### Track usage over the die

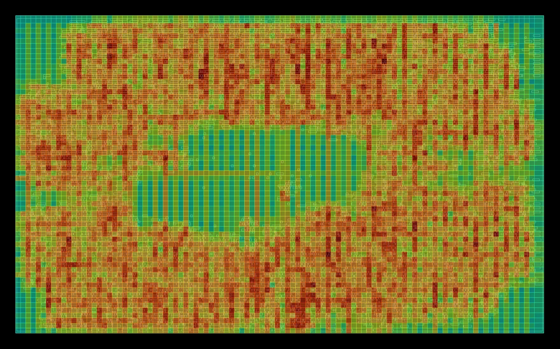
### Cells colored by class

Bar = 200 um.
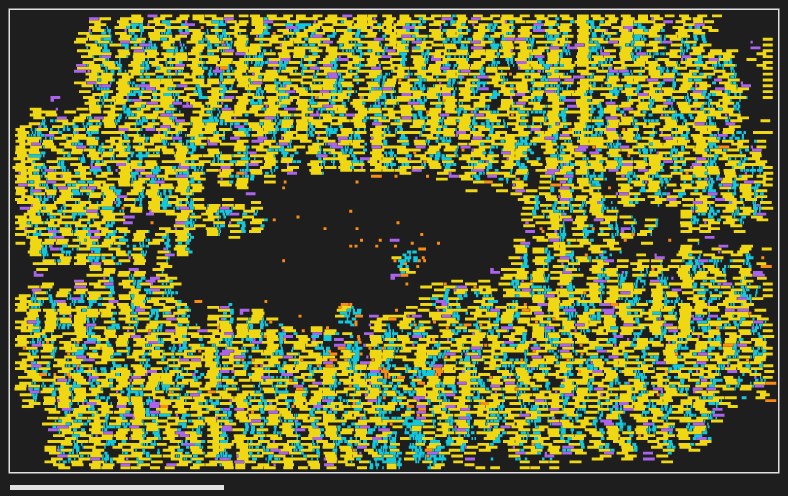
File: config.mk
export PLATFORM = sky130hd
export DESIGN_NAME = spmv_mem_arbiter
export DESIGN_NICKNAME = d
export VERILOG_FILES = /design/src/rtl/spmv_mem_arbiter.sv
export SDC_FILE = /design/constraint.sdc
export NUM_CORES = 2
export LEC_CHECK = 0
export CORE_ASPECT_RATIO = 0.6
export CORE_MARGIN = 1.5
export CORE_UTILIZATION = 50
export CTS_BUF_LIST = sky130_fd_sc_hd__clkbuf_16
export DETAILED_ROUTE_END_ITERATION = 8
export DONT_BUFFER_PORTS = 1
export GPL_TIMING_DRIVEN = 1
export PLACE_DENSITY_LB_ADDON = 0.3
export SLEW_MARGIN = 20
export SYNTH_ARGS = -nofsm -noshare
export SYNTH_HDL_FRONTEND = slang
export SYNTH_SLANG_ARGS = --single-unit
File: constraint.sdc
create_clock -name clk -period 11.5 [get_ports clk]
set_input_delay 1.15 -clock clk [delete_from_list [all_inputs] [get_ports clk]]
set_output_delay 1.15 -clock clk [all_outputs]
set_load 0.03 [all_outputs]
File: src/rtl/spmv_mem_arbiter.sv
// spmv_mem_arbiter: shares one memory-controller port among N_PE PEs via per-PE request FIFOs
// and a round-robin arbiter, and routes load responses back to the PE by tag.
module spmv_mem_arbiter #(
  parameter int N_PE         = 4,
  parameter int ID_W         = 2,
  parameter int TAG_W        = 3,
  parameter int ADDR_W       = 48,
  parameter int FIFO_DEPTH   = 8,
  parameter int STALL_MARGIN = 2
) (
  input  logic                   clk,
  input  logic                   rst_n,
  input  logic [N_PE-1:0]        pe_req_ld,
  input  logic [N_PE-1:0]        pe_req_st,
  input  logic [N_PE*ADDR_W-1:0] pe_req_addr,
  input  logic [N_PE*64-1:0]     pe_req_d_or_tag,
  output logic [N_PE-1:0]        pe_req_stall,
  output logic [N_PE-1:0]        pe_rsp_push,
  output logic [TAG_W-1:0]       pe_rsp_tag,
  output logic [63:0]            pe_rsp_q,
  input  logic [N_PE-1:0]        pe_rsp_stall,
  output logic                   mc_req_ld,
  output logic                   mc_req_st,
  output logic [ADDR_W-1:0]      mc_req_addr,
  output logic [63:0]            mc_req_d_or_tag,
  input  logic                   mc_req_stall,
  input  logic                   mc_rsp_push,
  input  logic [ID_W+TAG_W-1:0]  mc_rsp_tag,
  input  logic [63:0]            mc_rsp_q,
  output logic                   mc_rsp_stall,
  output logic                   err
);
  localparam int PW = $clog2(FIFO_DEPTH);
  localparam int CW = PW + 1;
  localparam int EW = 1 + ADDR_W + 64;
  logic [EW-1:0] mem [N_PE][FIFO_DEPTH];
  logic [PW-1:0] wp [N_PE];
  logic [PW-1:0] rp [N_PE];
  logic [CW-1:0] cnt [N_PE];
  logic [N_PE-1:0] push, push_ok, pop;
  logic [ID_W-1:0] last_grant, gid, rsp_id;
  logic gnt, found, rsp_ok, req_err;
  logic g_valid;
  logic [EW-1:0] g_entry;
  logic [ID_W-1:0] g_id;
  always_comb begin
    logic [ID_W-1:0] j;
    j = '0;
    gid = '0;
    found = 1'b0;
    for (int k = 1; k <= N_PE; k++) begin
      j = ID_W'((int'(last_grant) + k) % N_PE);
      if (!found && cnt[j] != '0) begin
        found = 1'b1;
        gid = j;
      end
    end
    gnt = found && !mc_req_stall;
    for (int i = 0; i < N_PE; i++) begin
      push[i] = pe_req_ld[i] | pe_req_st[i];
      push_ok[i] = push[i] && cnt[i] != CW'(FIFO_DEPTH);
      pop[i] = gnt && gid == ID_W'(i);
      pe_req_stall[i] = cnt[i] >= CW'(FIFO_DEPTH - STALL_MARGIN);
    end
    req_err = |(push & ~push_ok) | |(pe_req_ld & pe_req_st);
    rsp_id = mc_rsp_tag[ID_W+TAG_W-1:TAG_W];
    rsp_ok = int'(rsp_id) < N_PE;
  end
  always_ff @(posedge clk) begin
    for (int i = 0; i < N_PE; i++)
      if (push_ok[i]) mem[i][wp[i]] <= {pe_req_st[i], pe_req_addr[i*ADDR_W +: ADDR_W], pe_req_d_or_tag[i*64 +: 64]};
  end
  // Two stages: grant/pop register, then issue register presented to the controller.
  always_ff @(posedge clk or negedge rst_n) begin
    if (!rst_n) begin
      for (int i = 0; i < N_PE; i++) begin
        wp[i] <= '0;
        rp[i] <= '0;
        cnt[i] <= '0;
      end
      last_grant <= ID_W'(N_PE - 1);
      g_valid <= 1'b0;
      g_entry <= '0;
      g_id <= '0;
      mc_req_ld <= 1'b0;
      mc_req_st <= 1'b0;
      mc_req_addr <= '0;
      mc_req_d_or_tag <= '0;
      pe_rsp_push <= '0;
      pe_rsp_tag <= '0;
      pe_rsp_q <= '0;
      mc_rsp_stall <= 1'b0;
      err <= 1'b0;
    end else begin
      for (int i = 0; i < N_PE; i++) begin
        wp[i] <= wp[i] + PW'(push_ok[i]);
        rp[i] <= rp[i] + PW'(pop[i]);
        cnt[i] <= cnt[i] + CW'(push_ok[i]) - CW'(pop[i]);
      end
      if (gnt) last_grant <= gid;
      g_valid <= gnt;
      g_entry <= mem[gid][rp[gid]];
      g_id <= gid;
      mc_req_ld <= g_valid & ~g_entry[EW-1];
      mc_req_st <= g_valid & g_entry[EW-1];
      mc_req_addr <= g_entry[64 +: ADDR_W];
      mc_req_d_or_tag <= g_entry[EW-1] ? g_entry[63:0] : 64'({g_id, g_entry[TAG_W-1:0]});
      pe_rsp_push <= (mc_rsp_push && rsp_ok) ? N_PE'(1) << rsp_id : '0;
      pe_rsp_tag <= mc_rsp_tag[TAG_W-1:0];
      pe_rsp_q <= mc_rsp_q;
      mc_rsp_stall <= |pe_rsp_stall;
      err <= err | req_err | (mc_rsp_push & ~rsp_ok);
    end
  end
endmodule

==> results.yml <==
# implementation run metrics
run_status:
  status: "complete, no violations"
placed_design:
  portBuffers: 0
  hpwl_um: 243000
  post-place-ws_ps: 5080
  gp_congestion: 0.803
  placed_cell_area_um2: 157000
routing:
  drt-met1-wl_um: 187000
  dr.pass1.iters: 6
  drcViolationCount: 0
  drtAntennaViolNets: 0
  drt_iter0_drc: 14200
  via_count: 92600
  viasPerCell: 6.36
  top_layer_used: "met5"
  wl_met2_um: 213000
  wl_met3_um: 60700
  wirelength_um: 476000
clock_tree:
  cts_hold_buf: 2
  cts_buffer_depth: 4
  cts_tree: "yes"
  cts_root_buffer: "clkbuf_16"
  cts_resized: 0
  cts.sinks: 3961
  htree_levels: 5
  cts_setup_buffers: 0
  cts_made_buffers: 358
  clock_latency_ps: 940
  clk_pin_slew_ps: 60
logic_synthesis:
  ff_type: "edfxtp_1"
  ys_async_sr_fraction_pct: 8.71
  synth.distinct_cells: 43
  ys_warn_count: 0
  synth_cells: 10400
  synth-edff-count: 3616
  ys_seq_share_pct: 76.7
  ys_area_um2: 153000
  ys_cells: 10400
  netlist_area_um2: 153000
  syn_nets: 10900
  ys.flops: 3961
  syn_avg_cell_area_um2: 14.8
floorplanning:
  dieArea_um2: 309000
  fp-row-count: 156
  die_w_um: 717
  die_y_um: 431
  io_pins: 724
  fp-utilization_pct: 50.5
  fp.coreArea_um2: 303000
worst_setup_path:
  r2r_slack_ps: 4540
  crit_start: "cnt[13]"
  critPathKind: "reg -> reg"
  endpoint: "g_entry[74]"
  critical_path.endpoint_type: "flip-flop"
  reg2reg_to: "g_entry[74]"
  crit_required_ps: 12310
  r2r_cells: 13
  timing.rr.start: "cnt[13]"
  crit_path_max_fanout: 190
  worstSetupStartpointType: "flip-flop"
  arrival_ps: 7760
final_timing:
  setup_violations: 0
  max_slew.worst_pin.slew_ps: 1250
  drv_slew: 0
  rsz0062_at_grt: "no"
  period_used_pct: 60.5
  max_freq_mhz: 144
  min_period_ps: 6960
  hold_viol: 0
  slew_headroom_pct: 16.8
  tns_ps: 0
  fin_ws_ps: 4540
  fin_skew_ps: 59.2
global_route:
  use_met3_pct: 7.39
  grt_pass1_wl_um: 667000
  antenna_found_initial: 22
  busiest_layer: "met2"
  grt_remaining_overflow: 0
  grt_start_max_net_pins: 288
  grt_pass1_vias: 88600
  met2_usage_pct: 45.5
finish:
  nets: 10800
  finalInstanceArea_um2: 169000
  area_growth_pct: 10.6
  drive_gt1_share_pct: 8.14
power:
  ir_worst_vdd_v: 0.000573
  p_leak_nw: 60.1
  power_density_nw_per_um2: 346
run:
  warning_count: 95
  drv_cap: 0
min_path:
  hold_class: "in -> async"
Back to the opening pictures, 'Track usage over the die':
GRT Total Usage: 30.2%
met1 usage: 43.6%
wire per inst: 32.7 um

Back to the opening pictures, 'Cells colored by class':
- clock drivers and dummy loads: purple (cells 660; share of their area 7.1%)
- all other logic: cyan (cells 5717; share of their area 20%)
- other buffers and delay cells: orange (cells 183; share of their area 1.1%)
- flops: yellow (cells 3961; share of their area 72%)

power breakdown:
part           internal [mW]  switching [mW]  total [mW]  leakage, nW
clock network           6.64            5.39        12.0         6.00
registers               19.4            1.35        20.7         37.0
logic                   7.97            17.8        25.8         17.1
through the flow:
step                      hold slack [ps]  total power [mW]  cells  utilization [%]
after CTS                            32.7              58.2  14500             55.8
after detailed placement              335              46.2  13900             51.9
after global routing                 49.6              61.0  14600             55.8
after floorplan                       331              38.1  10400                -
final                                 103              58.5  14600             55.8
after global placement                335              45.7  13900             51.9
flip-flops by register name, indices dropped and copies added, names as in the netlist:
name,cells
mem,3616
g_entry,113
mc_req_d_or_tag,64
pe_rsp_q,64
mc_req_addr,48
cnt,16
rp,12
wp,12
pe_rsp_push,4
pe_rsp_tag,3
g_id,2
last_grant,2
err,1
g_valid,1
mc_req_ld,1
mc_req_st,1
mc_rsp_stall,1
synthesized netlist by cell type, types with 4 or more instances:
library cell	instances	area, um2
edfxtp_1	3616	109000
nand2_1	2739	10300
mux2i_1	687	6880
nand3_1	678	3390
clkbuf_1	475	1780
and3_1	454	2840
dfrtp_1	343	8580
a311oi_1	339	2970
a31oi_1	227	1420
buf_2	160	801
mux2_2	116	1310
a221oi_1	112	981
o32ai_1	112	981
and2_1	60	375
nor2_1	44	165
ha_1	40	500
buf_1	34	128
inv_1	30	113
nand2b_1	14	87.6
a21oi_1	12	60.1
xor2_1	10	87.6
nor3_1	8	40.0
xnor2_1	6	52.6
a21o_1	4	30.0
fa_1	4	80.1
layout make-up:
class / count / area (um2)
clock buffer: 367 / 9180
fill: 23400 / 134000
sequential: 3961 / 117000
clock inverter: 293 / 2500
multi-input combinational: 5686 / 33000
timing repair buffer: 183 / 1880
inverter: 31 / 131
tap: 4029 / 5040
antenna: 11 / 27.5
cell families (layout without fill, tap and decap cells):
group	Yosys count	count (layout)	share of synthesized area (%)
flops	3961	3961	76.7
simple gates	4007	4007	11.3
compound gates	816	816	4.26
fa+ha+maj	44	44	0.380
other cells	0	11	0
buf+inv	703	874	1.87
xor+xnor	16	16	0.0917
mux	803	803	5.36
cells in the final DEF (no fill, tap or decap), types with 3 or more instances in the layout:
cell type      n
mux2_2       115
bufinv_16     36
a31oi_1      227
inv_8          3
a21oi_1       12
clkinv_8       4
dfrtp_1      342
nor2_1        18
xor2_1        10
and3_1       453
buf_16         7
fa_1           4
inv_6          8
clkinv_4       5
clkinvlp_4     8
nand2b_1      14
buf_12        29
edfxtp_1    3616
clkinv_2      73
a311oi_1     339
a21o_1         4
nand2_1     2737
nand3_1      678
o32ai_1      112
ha_1          40
inv_16         3
inv_1         98
clkbuf_16    367
and2_1        60
a221oi_1     112
nor2_4        26
mux2i_1      687
clkinv_16      6
buf_4        147
diode_2       11
xnor2_1        6
nor3_2         8
clkinv_1      78
critical path, stage by stage, from the launching register on:
cell and delay, ps:
dfrtp_1 440, or4_4 580, a21oi_1 270, o21ai_4 100
buf_12 220, inv_8 860, buf_12 710, buf_12 750
buf_12 690, nand2_1 100, and3_1 210, a311oi_1 520
a31oi_1 110, a221oi_1 310
No activity file was given, so power comes from the tool's default toggle rates.
